<file path="src/rtl/hazard_unit.sv">
// hazard_unit: stall/flush/forwarding resolver for the 5-stage pipeline,
// with a small FSM that holds a long multiply in Execute for MUL_LAT cycles.
module hazard_unit #(
    parameter int MUL_LAT = 3
) (
    input  logic       clk,
    input  logic       reset,
    input  logic [3:0] RA1D,
    input  logic [3:0] RA2D,
    input  logic [3:0] RA1E,
    input  logic [3:0] RA2E,
    input  logic [3:0] WA3E,
    input  logic [3:0] WA3M,
    input  logic [3:0] WA3W,
    input  logic [3:0] WA4M,
    input  logic [3:0] WA4W,
    input  logic       RegWriteM,
    input  logic       RegWriteW,
    input  logic       RegWrite2M,
    input  logic       RegWrite2W,
    input  logic       MemToRegE,
    input  logic       LongE,
    input  logic       PCSrcD,
    input  logic       PCSrcE,
    input  logic       PCSrcM,
    input  logic       PCSrcW,
    input  logic       BranchTakenE,
    output logic       StallF,
    output logic       StallD,
    output logic       StallE,
    output logic       FlushD,
    output logic       FlushE,
    output logic       FlushM,
    output logic [2:0] ForwardAE,
    output logic [2:0] ForwardBE,
    output logic       BusyE
);
    typedef enum logic {IDLE, BUSY} state_t;

    // MUL_LAT==1 never enters BUSY, so the wrapped value is never loaded.
    localparam logic [3:0] LAT_M2 = 4'(MUL_LAT - 2);
    localparam logic       MULTI  = MUL_LAT > 1;

    state_t     r_state, w_next;
    logic [3:0] r_cnt, w_cnt_next;
    logic       w_mulstall, w_ldrstall, w_pcwr;

    function automatic logic [2:0] fwd(input logic [3:0] src);
        if (src == 4'd15)                return 3'b000;
        if (RegWriteM  && WA3M == src)   return 3'b010;
        if (RegWrite2M && WA4M == src)   return 3'b100;
        if (RegWriteW  && WA3W == src)   return 3'b001;
        if (RegWrite2W && WA4W == src)   return 3'b011;
        return 3'b000;
    endfunction

    always_ff @(posedge clk) begin
        if (reset) begin
            r_state <= IDLE;
            r_cnt   <= 4'd0;
        end else begin
            r_state <= w_next;
            r_cnt   <= w_cnt_next;
        end
    end

    always_comb begin
        w_next     = r_state;
        w_cnt_next = r_cnt;
        if (r_state == IDLE) begin
            if (LongE && MULTI) begin
                w_next     = BUSY;
                w_cnt_next = LAT_M2;
            end
        end else if (r_cnt != 4'd0) begin
            w_cnt_next = r_cnt - 4'd1;
        end else begin
            w_next = IDLE;
        end
    end

    assign w_mulstall = (r_state == BUSY) ? (r_cnt != 4'd0) : (LongE && MULTI);
    assign w_ldrstall = MemToRegE && (WA3E == RA1D || WA3E == RA2D);
    assign w_pcwr     = PCSrcD | PCSrcE | PCSrcM;

    always_comb begin
        StallF    = 1'b0;
        StallD    = 1'b0;
        StallE    = 1'b0;
        FlushD    = 1'b1;
        FlushE    = 1'b1;
        FlushM    = 1'b1;
        ForwardAE = 3'b000;
        ForwardBE = 3'b000;
        BusyE     = 1'b0;
        if (!reset) begin
            StallF    = w_mulstall | w_ldrstall | w_pcwr;
            StallD    = w_mulstall | w_ldrstall;
            StallE    = w_mulstall;
            FlushM    = w_mulstall;
            FlushD    = !w_mulstall && (w_pcwr || PCSrcW || BranchTakenE);
            FlushE    = !w_mulstall && (w_ldrstall || BranchTakenE);
            ForwardAE = fwd(RA1E);
            ForwardBE = fwd(RA2E);
            BusyE     = r_state == BUSY;
        end
    end
endmodule

</file>
<file path="config.mk">
export PLATFORM = sky130hd
export DESIGN_NAME = hazard_unit
export DESIGN_NICKNAME = d
export VERILOG_FILES = /design/src/rtl/hazard_unit.sv
export SDC_FILE = /design/constraint.sdc
export NUM_CORES = 1
export LEC_CHECK = 0
export CELL_PAD_IN_SITES_DETAIL_PLACEMENT = 1
export CELL_PAD_IN_SITES_GLOBAL_PLACEMENT = 1
export CORE_MARGIN = 2
export CORE_UTILIZATION = 24
export DETAILED_ROUTE_END_ITERATION = 12
export PLACE_DENSITY_LB_ADDON = 0.08
export SETUP_SLACK_MARGIN = 0.1
export SLEW_MARGIN = 5
export SYNTH_ARGS = -nofsm -noshare
export SYNTH_HDL_FRONTEND = slang
export SYNTH_SLANG_ARGS = --single-unit
</file>
<file path="constraint.sdc">
create_clock -name clk -period 4.2 [get_ports clk]
set_input_delay 1.26 -clock clk [delete_from_list [all_inputs] [get_ports clk]]
set_output_delay 1.26 -clock clk [all_outputs]
set_load 0.005 [all_outputs]
</file>
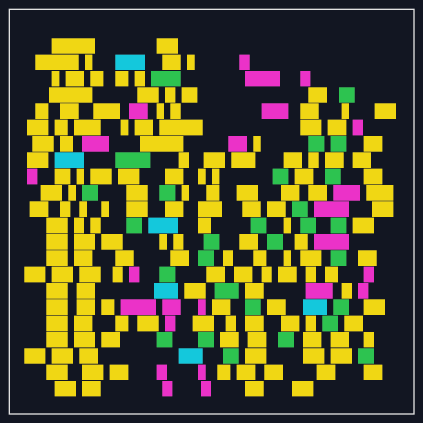
run_1/drive_strength.png
Scale: 6 px per µm.
legend:
  drive 2:
    color: magenta
    cells: 24
    share: 11%
    most_used: clkbuf_2
  drive 6 and up:
    color: cyan
    cells: 6
    share: 2.9%
  drive 3 to 4:
    color: green
    cells: 28
    share: 13%
    most_used: buf_4
  drive 1 or less:
    color: yellow
    cells: 152
    share: 72%
    most_used: clkdlybuf4s50_1

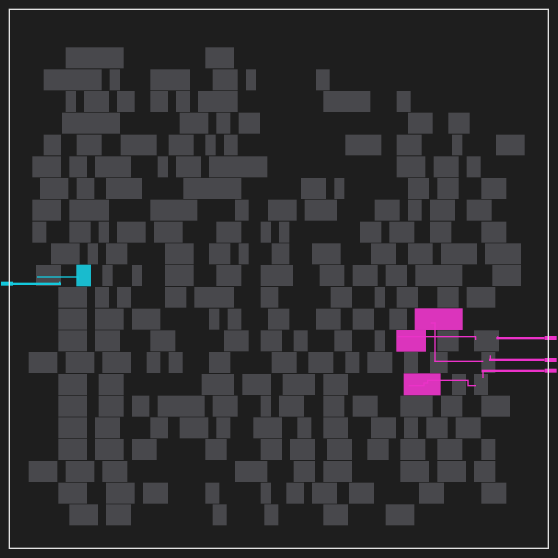
run_1/port_nets.png
Scale: 8 px per µm.
legend:
  ForwardBE:
    color: magenta
    direction: output
    edge: right
    end_cells: 3
    buffers: 3
    wire: 52.4 µm
  StallD:
    color: cyan
    direction: output
    edge: left
    end_cells: 1
    buffers: 1
    wire: 11.3 µm

==> impl_metrics.yaml, run 1 <==
# synthesis and place-and-route metrics
status:
  status: "finished clean"
job:
  max-cap-violations: 0
place:
  worst_slack_at_placement_ns: -0.491
  placer_congestion_estimate: 0.801
  dp_hpwl_um: 2970
  placement.io_buffers: 61
final_timing:
  min_period_over_period_pct: 96.8
  achievable-frequency_mhz: 246
  hold-worst-slack_ns: 0.472
  finClkSkew_ns: 0.000746
detailed_routing:
  met3_routed_wirelength_um: 284
  route.layer.met1.wl_um: 1470
  wirelength_um: 3570
  routed_wire_length_per_instance_um: 13.8
  drt_pre_antenna_iters: 4
  drt_iter0_markers: 15
power_and_ir_drop:
  irDropWorstVdd_mv: 0.177
  power.leakage_uw: 0.000835
  power_density_nw_per_um2: 181
synthesis:
  synth.cell_area_um2: 958
  yosys_area_um2: 958
  ys_cells: 126
  syn_nets: 177
  top_cells_by_count: "xor2_1 (25), xnor2_1 (11), inv_1 (9)"
  syn_area_per_cell_um2: 7.61
  synth-adder-area-share_pct: 2.61
  synthMostInstantiatedCell: "xor2_1"
  ys.warnings.count: 0
  synthDominantCellAreaShare_pct: 22.8
grt:
  global_route.usage.met1_pct: 18.4
  met2_usage_pct: 34.2
die:
  die_width_um: 67.2
  design.die.area_um2: 4520
  initCoreUtil_pct: 25.6
  die_y_um: 67.2
worst_setup_path:
  crit_arrival_ns: 2.81
  cp_slowest_stage_delay_ns: 0.45
  path_cells: "clkdlybuf4s50_1, xor2_1, nor4_1, o21ai_1, buf_4, a31oi_2, clkbuf_2"
clock_tree:
  postCtsHoldBufs: 0
  clockBufferDepth: 2
  tritoncts.num_buffers: 3
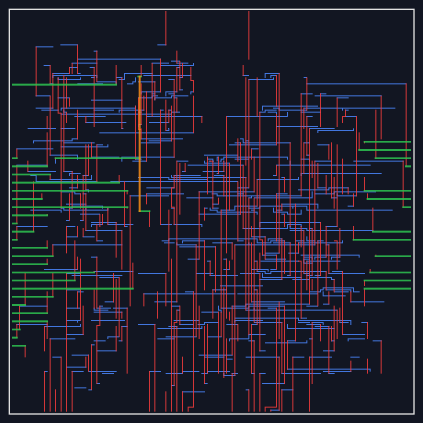
run_1/metal_stack.png
Scale: 6 px per µm.
legend:
  met4:
    color: orange
    wire_length: 22.4 µm
  met2:
    color: red
    wire_length: 1800 µm
  met3:
    color: green
    wire_length: 285 µm
  met1:
    color: blue
    wire_length: 1470 µm

## run 1: what timing repair did
item | in CTS | in global routing
buffers inserted | 4 | 0
gates cloned | 0 | 0
pin swaps | 11 | 11
endpoints found under the setup margin | 9 | 9
gates resized | 39 | 27
## run 1: cell type report
cell class	count	area, µm²	share of cell area, %
Clock buffer	4	45.0	2.45
Inverter	10	37.5	2.04
Sequential cell	5	100	5.43
Timing Repair Buffer	89	764	41.5
Multi-Input combinational cell	102	835	45.3
Tap cell	48	60.1	3.26
## run 1: path summary, 6_finish.rpt
kind              startpoint        to  slack [ns]  cells after the start
hold reg to reg     r_cnt[0]  r_cnt[0]        0.47                      1
hold / removal      r_cnt[0]  r_cnt[0]        0.47                      1
setup reg to reg    r_cnt[0]  r_cnt[0]        2.52                      6
setup / recovery     WA3E[1]    StallF        0.13                      7
## run 1: placed cells by master, fill, tap and decap left out, types with 2 or more instances in the layout
cell	count
dlygate4sd2_1	12
buf_2	3
nor3_1	8
o21ai_0	2
inv_2	2
nand2_1	3
buf_6	3
a21oi_1	2
nand3_1	4
xor2_1	24
nor2b_1	2
clkbuf_8	3
inv_1	8
xnor2_1	10
nor2_1	5
clkbuf_2	8
ha_1	2
dfxtp_1	5
buf_4	25
nand2b_1	3
and3_1	2
o41ai_2	2
nor4bb_1	2
clkdlybuf4s50_1	36
nor4_1	2
a211oi_2	2
or3_1	2
## run 1: state kept, by name, summed over array words and instances, names as in the netlist
register	flops
r_cnt	4
r_state	1
## run 1: stage by stage
stage | std cells | total power [µW]
floorplan | 126 | 141
global placement | 250 | 236
detailed placement | 250 | 241
CTS | 258 | 328
global route | 258 | 360
finish | 258 | 333
## run 1: power breakdown
group,total [µW],switching (µW),internal [µW]
Combinational,182,76.3,106
Sequential,59.6,6.23,53.4
Clock,90.9,25.6,65.3
run_1/final_clocks.png
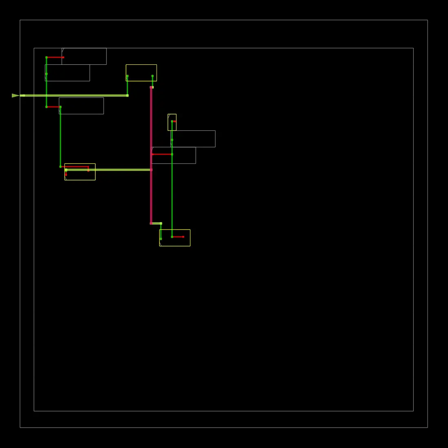

--- run 2 (diff from run 1) ---
--- a/config.mk
+++ b/config.mk
@@ -10,8 +10,10 @@
 export CORE_MARGIN = 2
 export CORE_UTILIZATION = 24
 export DETAILED_ROUTE_END_ITERATION = 12
+export GPL_TIMING_DRIVEN = 0
 export PLACE_DENSITY_LB_ADDON = 0.08
 export SETUP_SLACK_MARGIN = 0.1
+export SKIP_CTS_REPAIR_TIMING = 1
 export SLEW_MARGIN = 5
 export SYNTH_ARGS = -nofsm -noshare
 export SYNTH_HDL_FRONTEND = slang
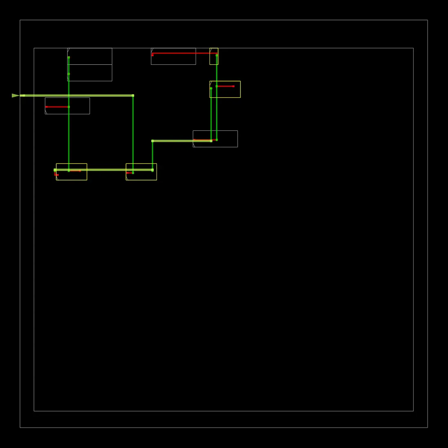
run_2/final_clocks.png
power consumed by the clock network: 90.2 µW
flop count: 5

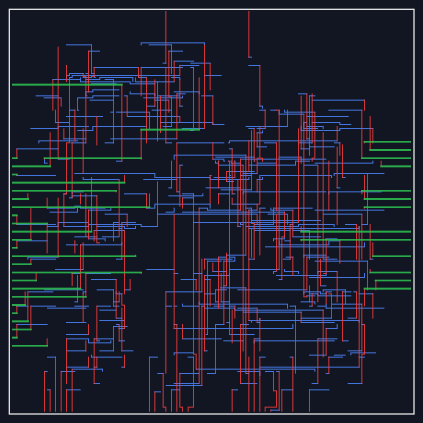
run_2/metal_stack.png
Scale: 6 px per µm.
legend:
  met1:
    color: blue
    wire_length: 1450 µm
  met2:
    color: red
    wire_length: 1570 µm
  met3:
    color: green
    wire_length: 336 µm

==> impl_metrics.yaml, run 2 <==
# synthesis and place-and-route metrics
synthesis:
  syn_area_per_cell_um2: 7.61
  synth.cell_area_um2: 958
  ys.warnings.count: 0
  synthMostInstantiatedCell: "xor2_1"
  ys_cells: 126
final_timing:
  achievable-frequency_mhz: 248
  min_period_over_period_pct: 96.1
power_and_ir_drop:
  power-top-group: "combinational cells"
  sw_share_pct: 33.0
  power_frac_clock_pct: 28.7
  irDropWorstVdd_mv: 0.213
  power_sequential_uw: 59.4
  power_density_nw_per_um2: 190
  combinationalPowerShare_pct: 52.4
  p_seq_share_pct: 18.9
  netSwitchingPower_uw: 104
cells_and_area:
  layout.cells.most_common: "clkdlybuf4s50_1"
  largest_reg_flops: 4
  layout.area.seq_um2: 100
worst_setup_path:
  setup.worst_path.start: "WA3M[3]"
  reg2reg_slack_ns: 2.52
  cp_slowest_stage_delay_ns: 0.49
  crit_arrival_ns: 2.78
detailed_routing:
  routed_wire_length_per_instance_um: 14.4
  wirelength_um: 3350
  drt_iter0_markers: 22
place:
  dp_cells: 227
  dp_hpwl_um: 2730
die:
  design.die.area_um2: 4520
  initCoreUtil_pct: 25.6
status:
  status: "finished clean"
hold_path:
  hold_path_startpoint: "r_cnt[0]"
run 2: critical path, delay by kind of cell:
kind | cells | cell delay, ns
AND-OR/OR-AND | 2 | 0.52
buffers and inverters | 3 | 0.72
AND/OR/NAND/NOR | 1 | 0.28
run 2: metal layers:
| metal | track usage, % | vias up | share of wire (%) |
|---|---|---|---|
| met5 | 0 | - | 0 |
| met4 | 2.30 | 0 | 0 |
| met3 | 6.17 | 0 | 10 |
| met2 | 27.6 | 42 | 47 |
| met1 | 18.1 | 498 | 43 |
| li1 | - | 560 | - |
run 2: per-stage QoR:
step	hold slack (ns)	setup TNS, ns	setup slack (ns)
2_1_floorplan	0.438	0	0.446
3_3_place_gp	0.458	-2.22	-0.490
3_5_place_dp	0.477	-2.24	-0.508
4_1_cts	0.485	-2.34	-0.517
5_1_grt	0.535	0	0.0931
6_report	0.480	0	0.162
run 2: final cells by class:
| type | instances | area share [%] |
|---|---|---|
| timing repair buffer | 54 | 33.3 |
| sequential | 5 | 6.06 |
| buffer | 9 | 2.73 |
| tap | 48 | 3.63 |
| inverter | 10 | 2.27 |
| multi-input combinational | 102 | 49.3 |
| clock buffer | 4 | 2.73 |
run 2: how the worst max path moves through the flow:
stage	end	slack, ns	cells past startpoint
floorplan	ForwardBE[0]	0.45	4
global placement	ForwardBE[1]	-0.49	6
detailed placement	ForwardBE[0]	-0.51	6
CTS	ForwardBE[0]	-0.52	6
global route	ForwardAE[2]	0.09	6
finish	ForwardAE[2]	0.16	6
run 2: logic make-up after synthesis:
group                    Yosys count  share of synthesized area [%]
AND-OR/OR-AND                     22                           19.3
XOR/XNOR                          36                           32.9
adder cells (fa/ha/maj)            2                           2.61
buffers and inverters             19                           8.48
flip-flops                         5                           10.4
AND/OR/NAND/NOR                   42                           26.2
Power is estimated from default activity; no workload was simulated.
